`src/rtl/sipo_pkg.sv`:
```
// Shared types and constants for the serial-in/parallel-out deserializer.
// SIPO_PARITY_EN adds a trailing even-parity bit to every frame.
package sipo_pkg;

   localparam int WIDTH_MIN = 2;
   localparam int WIDTH_MAX = 64;

   typedef enum logic [1:0] {
      IDLE  = 2'd0,
      SHIFT = 2'd1,
      PAR   = 2'd2
   } sipo_state_e;

   // Counter must hold 0..WIDTH plus one spare code for the parity slot.
   function automatic int cnt_width(input int width);
      return $clog2(width + 2);
   endfunction

endpackage

```
`src/rtl/sipo_deser_if.sv`:
```
// Handshake/bus bundle between a serial producer and the deserializer.
interface sipo_deser_if
   import sipo_pkg::*;
#(
   parameter int WIDTH = 8
);
   localparam int CNT_W = cnt_width(WIDTH);

   logic             shift_en;
   logic             serial_in;
   logic             msb_first;
   logic             clear;
   logic             out_ready;
   logic [WIDTH-1:0] parallel_out;
   logic             out_valid;
   logic [CNT_W-1:0] bit_cnt;
   logic             overrun;
   logic             parity_err;

   modport master (
      output shift_en, serial_in, msb_first, clear, out_ready,
      input  parallel_out, out_valid, bit_cnt, overrun, parity_err
   );

   modport slave (
      input  shift_en, serial_in, msb_first, clear, out_ready,
      output parallel_out, out_valid, bit_cnt, overrun, parity_err
   );

endinterface

```
`src/rtl/sipo_shift_core.sv`:
```
// Shift register with direction select plus the per-frame bit counter.
module sipo_shift_core
   import sipo_pkg::*;
#(
   parameter int WIDTH = 8,
   parameter int CNT_W = cnt_width(WIDTH)
) (
   input  logic             clk,
   input  logic             rst_n,
   input  logic             clear,
   input  logic             shift_data,
   input  logic             count_en,
   input  logic             frame_done,
   input  logic             msb_dir,
   input  logic             serial_in,
   output logic [WIDTH-1:0] sr_next,
   output logic [CNT_W-1:0] bit_cnt
);

   logic [WIDTH-1:0] sr_q, sr_d;
   logic [CNT_W-1:0] cnt_q, cnt_d;

   always_comb begin
      sr_d = sr_q;
      if (clear) begin
         sr_d = '0;
      end else if (shift_data) begin
         if (msb_dir) begin
            sr_d = {sr_q[WIDTH-2:0], serial_in};
         end else begin
            sr_d = {serial_in, sr_q[WIDTH-1:1]};
         end
      end
   end

   // Completion wins over counting so the next frame restarts at bit 0.
   always_comb begin
      cnt_d = cnt_q;
      if (clear || frame_done) begin
         cnt_d = '0;
      end else if (count_en) begin
         cnt_d = cnt_q + CNT_W'(1);
      end
   end

   always_ff @(posedge clk or negedge rst_n) begin
      if (!rst_n) begin
         sr_q  <= '0;
         cnt_q <= '0;
      end else begin
         sr_q  <= sr_d;
         cnt_q <= cnt_d;
      end
   end

   assign sr_next = sr_d;
   assign bit_cnt = cnt_q;

endmodule

```
`src/rtl/sipo_deser.sv`:
```
// Deserializer top: frame FSM, output holding register, valid/ready handshake
// and sticky flags. SIPO_PARITY_EN adds a PAR state and the parity_err flag.
module sipo_deser
   import sipo_pkg::*;
#(
   parameter int WIDTH = 8
) (
   input  logic         clk,
   input  logic         rst_n,
   sipo_deser_if.slave  bus
);

   localparam int               CNT_W     = cnt_width(WIDTH);
   localparam logic [CNT_W-1:0] LAST_DATA = CNT_W'(WIDTH - 1);

   if (WIDTH < WIDTH_MIN || WIDTH > WIDTH_MAX) begin : g_width_bad
      $error("sipo_deser: WIDTH %0d outside legal range", WIDTH);
   end

   sipo_state_e      state_q, state_d;
   logic             mode_q, mode_d;
   logic [WIDTH-1:0] parallel_out_q, parallel_out_d;
   logic             out_valid_q, out_valid_d;
   logic             overrun_q, overrun_d;
`ifdef SIPO_PARITY_EN
   logic             parity_err_q, parity_err_d;
`endif

   logic             accept;
   logic             shift_data;
   logic             frame_done;
   logic             msb_dir;
   logic [WIDTH-1:0] sr_next;
   logic [CNT_W-1:0] bit_cnt;

   sipo_shift_core #(
      .WIDTH (WIDTH),
      .CNT_W (CNT_W)
   ) u_core (
      .clk        (clk),
      .rst_n      (rst_n),
      .clear      (bus.clear),
      .shift_data (shift_data),
      .count_en   (accept),
      .frame_done (frame_done),
      .msb_dir    (msb_dir),
      .serial_in  (bus.serial_in),
      .sr_next    (sr_next),
      .bit_cnt    (bit_cnt)
   );

   // Bit 0 uses the live msb_first pin; later bits use the latched mode.
   always_comb begin
      accept     = bus.shift_en && !bus.clear;
      msb_dir    = (state_q == IDLE) ? bus.msb_first : mode_q;
      shift_data = accept && (state_q != PAR);
      frame_done = 1'b0;
      state_d    = state_q;
      mode_d     = mode_q;

      case (state_q)
         IDLE: begin
            if (accept) begin
               state_d = SHIFT;
               mode_d  = bus.msb_first;
            end
         end
         SHIFT: begin
            if (accept && bit_cnt == LAST_DATA) begin
`ifdef SIPO_PARITY_EN
               state_d = PAR;
`else
               state_d    = IDLE;
               frame_done = 1'b1;
`endif
            end
         end
`ifdef SIPO_PARITY_EN
         PAR: begin
            if (accept) begin
               state_d    = IDLE;
               frame_done = 1'b1;
            end
         end
`endif
         default: state_d = IDLE;
      endcase

      if (bus.clear) begin
         state_d = IDLE;
      end
   end

   // In PAR no shift happens, so sr_next still holds the finished data word.
   always_comb begin
      parallel_out_d = parallel_out_q;
      out_valid_d    = out_valid_q;
      overrun_d      = overrun_q;
`ifdef SIPO_PARITY_EN
      parity_err_d   = parity_err_q;
`endif
      if (bus.clear) begin
         out_valid_d  = 1'b0;
         overrun_d    = 1'b0;
`ifdef SIPO_PARITY_EN
         parity_err_d = 1'b0;
`endif
      end else if (frame_done) begin
         parallel_out_d = sr_next;
         out_valid_d    = 1'b1;
         if (out_valid_q && !bus.out_ready) begin
            overrun_d = 1'b1;
         end
`ifdef SIPO_PARITY_EN
         parity_err_d = (^sr_next) ^ bus.serial_in;
`endif
      end else if (out_valid_q && bus.out_ready) begin
         out_valid_d = 1'b0;
      end
   end

   always_ff @(posedge clk or negedge rst_n) begin
      if (!rst_n) begin
         state_q        <= IDLE;
         mode_q         <= 1'b1;
         parallel_out_q <= '0;
         out_valid_q    <= 1'b0;
         overrun_q      <= 1'b0;
`ifdef SIPO_PARITY_EN
         parity_err_q   <= 1'b0;
`endif
      end else begin
         state_q        <= state_d;
         mode_q         <= mode_d;
         parallel_out_q <= parallel_out_d;
         out_valid_q    <= out_valid_d;
         overrun_q      <= overrun_d;
`ifdef SIPO_PARITY_EN
         parity_err_q   <= parity_err_d;
`endif
      end
   end

   assign bus.parallel_out = parallel_out_q;
   assign bus.out_valid    = out_valid_q;
   assign bus.bit_cnt      = bit_cnt;
   assign bus.overrun      = overrun_q;
`ifdef SIPO_PARITY_EN
   assign bus.parity_err   = parity_err_q;
`else
   assign bus.parity_err   = 1'b0;
`endif

endmodule

```
`src/flat_wrapper.sv`:
```
// flat-port wrapper written by rule: the top's interface ports become plain ports
module sipo_deser_flat import sipo_pkg::*;
#(
   parameter int WIDTH = 8
)
  (clk, rst_n, bus_shift_en, bus_serial_in, bus_msb_first, bus_clear, bus_out_ready, bus_parallel_out, bus_out_valid, bus_bit_cnt, bus_overrun, bus_parity_err);
  sipo_deser_if #(.WIDTH(WIDTH)) bus_i ();
  input  logic clk;
  input  logic rst_n;
  input wire logic [$bits(bus_i.shift_en)-1:0] bus_shift_en;
  input wire logic [$bits(bus_i.serial_in)-1:0] bus_serial_in;
  input wire logic [$bits(bus_i.msb_first)-1:0] bus_msb_first;
  input wire logic [$bits(bus_i.clear)-1:0] bus_clear;
  input wire logic [$bits(bus_i.out_ready)-1:0] bus_out_ready;
  output wire logic [$bits(bus_i.parallel_out)-1:0] bus_parallel_out;
  output wire logic [$bits(bus_i.out_valid)-1:0] bus_out_valid;
  output wire logic [$bits(bus_i.bit_cnt)-1:0] bus_bit_cnt;
  output wire logic [$bits(bus_i.overrun)-1:0] bus_overrun;
  output wire logic [$bits(bus_i.parity_err)-1:0] bus_parity_err;
  assign bus_i.shift_en = bus_shift_en;
  assign bus_i.serial_in = bus_serial_in;
  assign bus_i.msb_first = bus_msb_first;
  assign bus_i.clear = bus_clear;
  assign bus_i.out_ready = bus_out_ready;
  assign bus_parallel_out = bus_i.parallel_out;
  assign bus_out_valid = bus_i.out_valid;
  assign bus_bit_cnt = bus_i.bit_cnt;
  assign bus_overrun = bus_i.overrun;
  assign bus_parity_err = bus_i.parity_err;
  sipo_deser #(.WIDTH(WIDTH)) u_core (.clk(clk), .rst_n(rst_n), .bus(bus_i));
endmodule
```
`config.mk`:
```
export PLATFORM = sky130hd
export DESIGN_NAME = sipo_deser_flat
export DESIGN_NICKNAME = d
export VERILOG_FILES = /design/src/rtl/sipo_pkg.sv /design/src/rtl/sipo_deser_if.sv /design/src/rtl/sipo_shift_core.sv /design/src/rtl/sipo_deser.sv /design/src/flat_wrapper.sv
export SDC_FILE = /design/constraint.sdc
export NUM_CORES = 1
export LEC_CHECK = 0
export CAP_MARGIN = 0
export CORE_MARGIN = 2
export CORE_UTILIZATION = 49
export DETAILED_ROUTE_END_ITERATION = 10
export PLACE_DENSITY = 0.74
export SLEW_MARGIN = 20
export SYNTH_ARGS = -nofsm -noshare
export SYNTH_HDL_FRONTEND = slang
export SYNTH_SLANG_ARGS = --single-unit
export TNS_END_PERCENT = 1
```
`constraint.sdc`:
```
create_clock -name clk -period 2.09 [get_ports clk]
set_input_delay 0.627 -clock clk [delete_from_list [all_inputs] [get_ports clk]]
set_output_delay 0.627 -clock clk [all_outputs]
set_load 0.05 [all_outputs]
```
Fig. 1: signal wires on met2
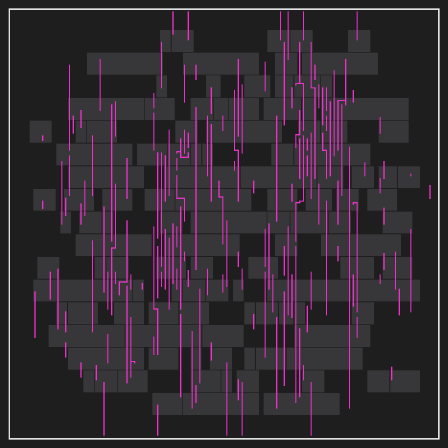
nets with wire on the layer = 104
main direction = vertical
wire length on this layer = 874 um
share of all routed wire = 46%
longest straight run = 31.3 um

Fig. 2: local utilization
The die is cut into 10 by 10 equal tiles; white is low, dark blue is high, 0 to 100% covered.
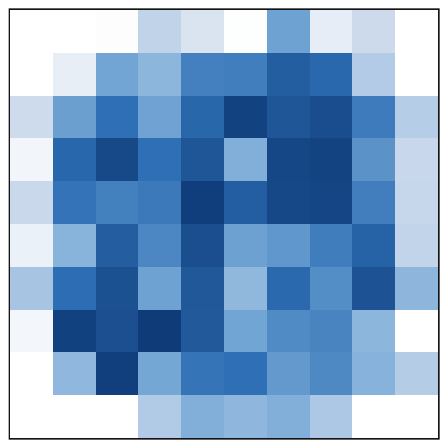
mean over tiles = 51%
emptiest ninth of the die = top left
fullest tile = 95%
tiles over 75% full = 28%
densest ninth of the die = middle

Fig. 3: where the registers sit
Other sequential cells in the stronger gray, the rest of the logic in the fainter gray.
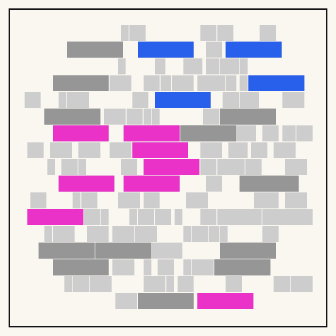
u_core.u_core.sr_q -> magenta  # placed flops 8, where middle
u_core.u_core.bit_cnt -> blue  # placed flops 4
not colored = 12

==> reports/qor.yml <==
timing:
  period_used_pct: 80.3
  layout_setup_ws_ns: 0.413
  max_freq_ghz: 0.596
  setup-tns-final_ns: 0
  final_hold_viol_count: 0
  grt_setup_unrepaired: "false"
  timing.hold.ws_ns: 0.527
  final.setup_skew_ns: 0.00951
  period_needed_ns: 1.68
worst_setup_path:
  timing.critical_path.slowest_cell_delay_ns: 0.52
  timing.setup.critical_path_class: "in -> reg"
  worst_path_max_delay_cell: "sky130_fd_sc_hd__clkdlybuf4s50_1"
  worst_path_dominant_cell_family: "buffers and inverters"
  crit_path_start_kind: "input pin"
  crit_path_end: "u_core.bus.parallel_out[4]"
  cp-end-kind: "flip-flop"
  crit_path_max_fanout: 7
  critPathBufInv: 2
  r2r.worst_path.cells: 5
  crit_path_start: "bus_shift_en"
  crit_path_cell_trace: "clkdlybuf4s50_1, nand4b_1, nor3b_2, buf_4, mux2i_1"
  r2r-start: "u_core.u_core.bit_cnt[0]"
  reg2reg_to: "u_core.bus.parallel_out[4]"
  worst-endpoint-required_ns: 2.32
  critPathArrivalTime_ns: 1.91
global_routing:
  grt_most_used_layer: "met2"
  met1_usage_pct: 20.6
  antenna_found_initial: 0
  maximum_number_of_pins_on_one_net_before_global_route_repair: 25
  first_global_vias: 685
  grt.total_usage_pct: 15.8
  grt_use_met3_pct: 2.63
  grt_pass1_wl_um: 3040
power_and_ir_drop:
  total_power_mw: 0.889
  power_switching_share_pct: 25.7
  sequentialPower_mw: 0.506
  top_power_group: "registers"
  power.static_leakage_nw: 0.652
  power.density_cell_area_nw_per_um2: 646
  power.internal_mw: 0.661
  comb_cell_power_mw: 0.144
  clk-power_mw: 0.239
  share_seq_of_total_power_pct: 56.9
  power.share.clock_pct: 26.8
  power.ir.vdd_worst_v: 0.000391
logic_synthesis:
  synth_top_area_share_pct: 52.5
  ys_top_cells_by_count: "sky130_fd_sc_hd__dfrtp_1, sky130_fd_sc_hd__mux2i_1, sky130_fd_sc_hd__nor2_1"
  area_leaders: "sky130_fd_sc_hd__dfrtp_1, sky130_fd_sc_hd__mux2i_1, sky130_fd_sc_hd__a211oi_1"
  synthDominantAreaCellType: "sky130_fd_sc_hd__dfrtp_1"
  synth-edff-count: 0
  post_synth_instance_area_um2: 1100
  simple_gate_share_pct: 10.1
  ys_dominant_reg_cell: "sky130_fd_sc_hd__dfrtp_1"
  floorplan.nets: 101
  ys_sh_mux_pct: 18.6
  yosys.cell_count.top_type: "sky130_fd_sc_hd__dfrtp_1"
  synth-compound-area-share_pct: 7.07
  ys_cells: 93
  xor_and_xnor_fraction_of_the_mapped_netlist_area_pct: 2.39
  ys_warn_count: 0
  synth.ff_latch_count: 24
  synthAdderAreaFrac_pct: 1.14
  topCombFamilyByArea: "multiplexers"
  yosys-stat-area_um2: 1100
detailed_routing:
  wl_met3_um: 71
  initialDrtViolationCount: 1
  wl_met2_um: 874
  postRouteWirelength_um: 1890
  wl_met1_um: 929
  drt_first_pass_iters: 2
  drc: 0
  total_via_count_after_detailed_routing: 731
  detail_route.vias_per_cell: 4.97
  final_antenna_net_count: 0
  routed.top_layer: "met4"
floorplan:
  fp_util_pct: 50.6
  die.size.x_um: 51.3
  design.portCount: 22
  die_h_um: 51.3
cts:
  cts.repair.resized: 0
  cts_setup_buffers: 0
  tritoncts_num_sinks: 24
  largest_buffer_count_on_any_clock_path: 2
  post_cts_hold_buffer_count: 0
  htree_num_levels: 1
  worst_skew_pair.late_latency_ns: 0.31
run:
  number_of_warnings_in_the_stage_logs: 26
  max_cap_violations: 0
finish:
  fill_cells: 187
  synthToLayoutAreaGrowth_pct: 25.4
  ratio_of_cells_with_drive_above_1_in_the_final_layout_pct: 26.1
  lay_top_count: "sky130_fd_sc_hd__dfrtp_1"
  inserted_diodes: 0
  final_layout_top_logic_cells: "sky130_fd_sc_hd__dfrtp_1, sky130_fd_sc_hd__buf_4, sky130_fd_sc_hd__mux2i_1"
worst_hold_path:
  worst_hold_path.num_cells: 2
  min-delay-start: "u_core.bus.parallel_out[0]"
place:
  dpl-instance-area_um2: 1340
  placed_cells_incl_taps: 143
outcome:
  status: "completed"
Fig. 4: placement view
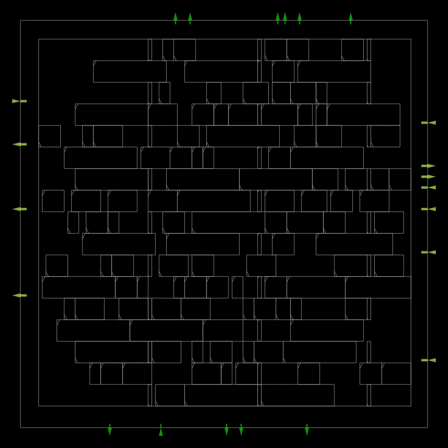
num rows: 17
Well-Tap Cells: 28
Final Util: 63.4%
Layout Cells excl Fill: 147
placeable core region: 2170 um^2

Fig. 5: M1 wires
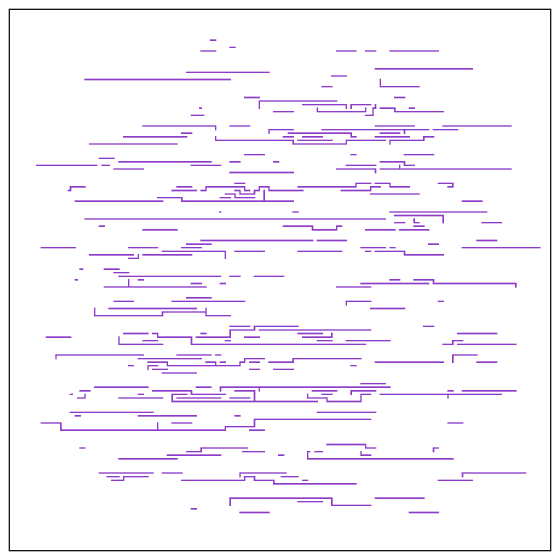
share of all routed wire = 49%
wire length on this layer = 930 um
main direction = horizontal
nets with wire on the layer = 105

[cell type report]
cell class | instances | area [um^2] | area share [%]
repair buffers | 28 | 238 | 17.3
multi-input cells | 55 | 435 | 31.6
well taps | 28 | 35.0 | 2.55
flip-flops and latches | 24 | 602 | 43.7
inverters | 8 | 30.0 | 2.18
clock buffers | 4 | 36.3 | 2.64
[flip-flops by register name, summed over array words and instances (netlist names)]
register,flops
u_core.state_q,1
u_core.bus.out_valid,1
u_core.bus.overrun,1
u_core.mode_q,1
u_core.u_core.sr_q,8
u_core.u_core.bit_cnt,4
u_core.bus.parallel_out,8
